==> config.mk <==
export PLATFORM = sky130hd
export DESIGN_NAME = inst_fetch_unit
export DESIGN_NICKNAME = d
export VERILOG_FILES = /design/src/rtl/inst_fetch_unit.sv
export SDC_FILE = /design/constraint.sdc
export NUM_CORES = 1
export LEC_CHECK = 0
export ABC_AREA = 1
export CAP_MARGIN = 0
export CORE_MARGIN = 8
export CORE_UTILIZATION = 44
export CTS_CLUSTER_SIZE = 28
export DETAILED_ROUTE_END_ITERATION = 8
export GPL_TIMING_DRIVEN = 0
export PLACE_DENSITY = 0.76
export SKIP_LAST_GASP = 1
export SLEW_MARGIN = 20
export SYNTH_ARGS = -nofsm -noshare
export SYNTH_HDL_FRONTEND = slang
export SYNTH_SLANG_ARGS = --single-unit
==> constraint.sdc <==
create_clock -name Clk -period 2.1 [get_ports Clk]
set_clock_uncertainty 0.1 [all_clocks]
set_input_delay 0.21 -clock Clk [delete_from_list [all_inputs] [get_ports Clk]]
set_output_delay 0.21 -clock Clk [all_outputs]
set_load 0.05 [all_outputs]
run_1/flops_by_reg.png
The bar under the picture is 20 µm long.
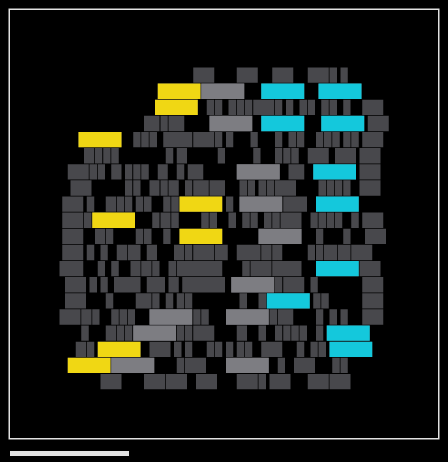
InstAddress: shown in yellow, sequential cells 8. InstOut: shown in cyan, sequential cells 10.
Another 11 sequential cells are not coloured.
fin util: 65.2%
Seq group: 601 µW
Storage cell area: 581 µm²

run_1/logic_types.png
The bar under the picture is 20 µm long.
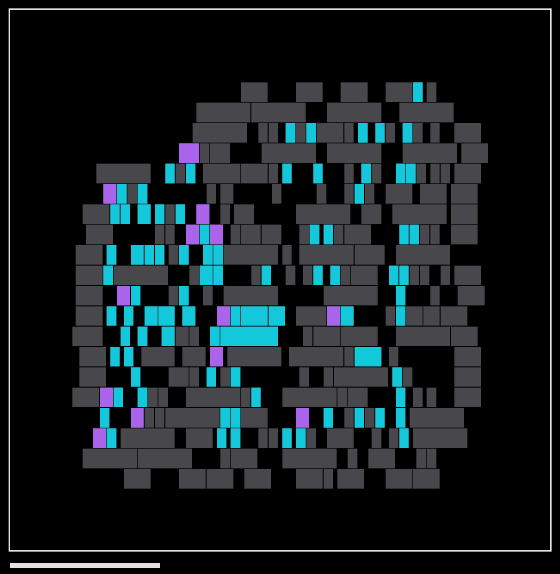
aoi and oai cells: shown in purple, cells 13. nand cells: shown in cyan, cells 83.
logic share of the area: 32.9%
Top cell excl fill/tap: nand2_1
fin cells: 308

run_1/clocks.png
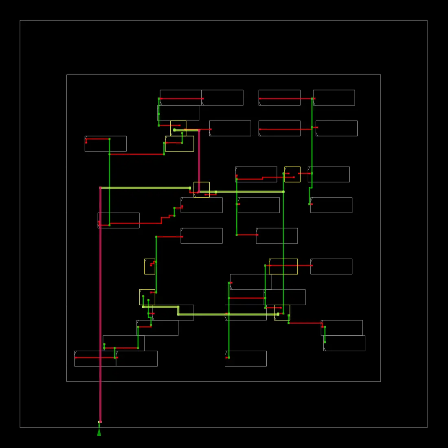
registers: 29
clock sinks: 29
number of buffers created by CTS: 5

==> results.yml, run 1 <==
# flow metrics
power:
  p_leak_nw: 0.922
  power_top_consumer: "registers"
  power_density_nw_per_um2: 653
  switching_power_uw: 401
  total_power_mw: 1.29
  ir_drop_mv: 0.365
  clkPwrFrac_pct: 29.9
  internal-power_uw: 888
  comb_power_uw: 302
job:
  cap_violations: 0
  warnings: 26
synth:
  ys_seq_share_pct: 41.8
  ys_ff: 29
  synth.cell_area_um2: 1390
  yosysTopAreaCell: "dfxtp_1"
  syn-num-nets: 232
  syn_inst: 210
  synth.top_cell.area_share_pct: 41.8
  yosys_warnings: 0
  ys_cells: 210
  ys_area_um2: 1390
routing:
  met2_length_um: 1480
  drc_errors: 0
  wl_met3_um: 196
  drt_first_iter_violations: 55
  wl_per_cell_um: 10.7
  wirelength_um: 3290
  met1_length_um: 1560
  vias: 1371
  drtPass1Iterations: 4
finish:
  nClkBuffers: 7
  antenna_cells: 0
  areaGrowthSynthToFinish_pct: 42.2
  seq_area_share_pct: 29.4
  finalNetCount: 285
  drive_gt1_share_pct: 8.33
  largest_register_ffs: 10
  inverters: 27
  largestClassByArea: "logic gates"
  comb_area_um2: 649
  signal_buffers: 53
floorplan:
  boundaryPins: 49
  chipArea_um2: 5210
  num_rows: 20
  initial_core_util_pct: 45.9
  dieWidth_um: 72.2
worst_setup_path:
  path_depth: 1
  critPathMaxFanout: 7
  ff2ff_setup_slack_ns: 0.69
  crit_chain: "clkdlybuf4s50_1"
  endpoint_kind: "output pin"
  cp_slowest_cell: "clkdlybuf4s50_1"
  required_ns: 1.79
  crit_path_start_kind: "flop"
  path_delay_family: "buffers and inverters"
hold_path:
  min_path_cells: 5
  worstHoldPathType: "in -> reg"
global_route:
  use_met1_pct: 16.8
  top_usage_layer: "met2"
  met2_usage_pct: 21.3
  grt_usage_pct: 14.1
final_timing:
  setup_tns_ns: 0
  finalHoldViolCount: 0
  relSlewSlack_pct: 65.0
  fmax_ghz: 0.507
  drv_slew: 0
  finalCritPeriodShare_pct: 93.9
clock_tree:
  cts_buffer_depth: 2
  worstSkewPairLatency_ns: 0.33
  root_buffer: "clkbuf_4"
  clk_pin_slew_ns: 0.10
  cts_setup_buffers: 0
  cts_tree: "yes"
  ctsHoldBuffers: 0
placed_design:
  pre_cts_ws_ns: 0.437
  place_area_um2: 1900
  dpl.hpwl_um: 2430
  numPortBuffers: 46
  gp_congestion: 0.838
status:
  status: "finished, final reports clean"
## run 1: cells by family (layout without fill, tap and decap cells)
group	Yosys count	count (layout)	synth area share (%)
simple gates	132	132	40.4
compound gates	13	13	4.86
fa+ha+maj	1	1	0.901
flops	29	29	41.8
buf+inv	34	88	11.4
xor+xnor	1	1	0.631
## run 1: cells in the mapped netlist
library cell and n:
nand2_1 71, nor2_1 46, dfxtp_1 29, inv_1 24, a21oi_1 7, nand3_1 7
o21ai_0 4, buf_6 3, buf_4 2, inv_2 2, nand3_2 2, nand4_1 2
nor2_2 2, buf_2 1, clkbuf_1 1, clkinv_1 1, ha_1 1, nand4_4 1
nor2_8 1, o21ai_1 1, o21bai_1 1, xnor2_1 1
## Run 2: what changed since run 1
Settings changed: SKIP_CTS_REPAIR_TIMING set to 1.
==> results.yml, run 2 <==
# flow metrics
synth:
  ys_area_um2: 1390
  aoi_share_pct: 4.86
  logic_family: "simple AND/OR/NAND/NOR gates"
  ys_cells: 210
  synth.cell_area_um2: 1390
  syn-num-nets: 232
  ys.flop_type: "dfxtp_1"
  simple_gate_area_share_pct: 40.4
  ys_ff: 29
  xor_share_pct: 0.631
routing:
  drc_errors: 0
  met2_length_um: 1480
  drtPass1Iterations: 4
  wl_per_cell_um: 10.7
  met1_length_um: 1560
power:
  power_density_nw_per_um2: 653
  p_leak_nw: 0.922
  ir_drop_mv: 0.365
job:
  warnings: 26
floorplan:
  num_rows: 20
worst_setup_path:
  cp_slowest_cell: "clkdlybuf4s50_1"
  crit_chain: "clkdlybuf4s50_1"
  path_delay_family: "buffers and inverters"
  crit_path_start_kind: "flop"
global_route:
  use_met1_pct: 16.8
clock_tree:
  cts_buffers: 5
  clock-sinks: 29
hold_path:
  worstHoldPathType: "in -> reg"
  min_path_cells: 5
status:
  status: "finished, final reports clean"
placed_design:
  gp_congestion: 0.838
  dpl.hpwl_um: 2430
final_timing:
  setup_tns_ns: 0
  fmax_ghz: 0.507
  drv_slew: 0
finish:
  final_common_cell: "nand2_1"
  final_cells: 308
==> run 2: cell counts after synthesis <==
No cell type changed its count.
==> run 2: worst reg2reg max path, delay by kind of cell (launching register included) <==
family | cells | cell delay [ns]
and+or+nand+nor | 6 | 0.60
DFF | 1 | 0.43
adders and majority gates | 1 | 0.24
==> run 2: where the power goes <==
| part | switching, mW | leakage [nW] | total (mW) | internal [mW] |
|---|---|---|---|---|
| Combinational | 0.186 | 0.644 | 0.302 | 0.116 |
| Sequential | 0.0228 | 0.237 | 0.601 | 0.578 |
| Clock | 0.192 | 0.0413 | 0.386 | 0.194 |
==> run 2: area by class of cell <==
class	count	area [µm²]
clock buffers	7	65.1
clock inverters	1	5.00
plain buffers	7	57.6
inverters	27	101
well taps	44	55.1
repair buffers	46	460
fillers	290	1050
multi-input cells	147	649
flip-flops and latches	29	581
run_2/clocks.png
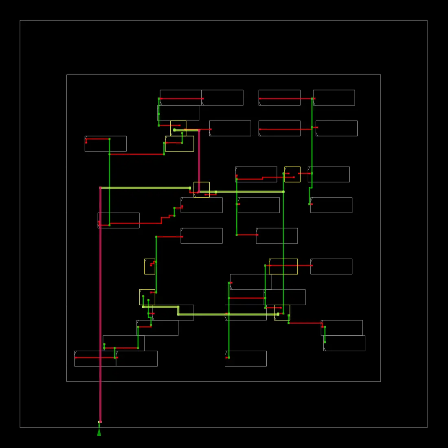
worst skew pair latency: 0.33 ns
P_clk: 386 µW
clock buf count: 7

No activity file was given, so power comes from the tool's default toggle rates.
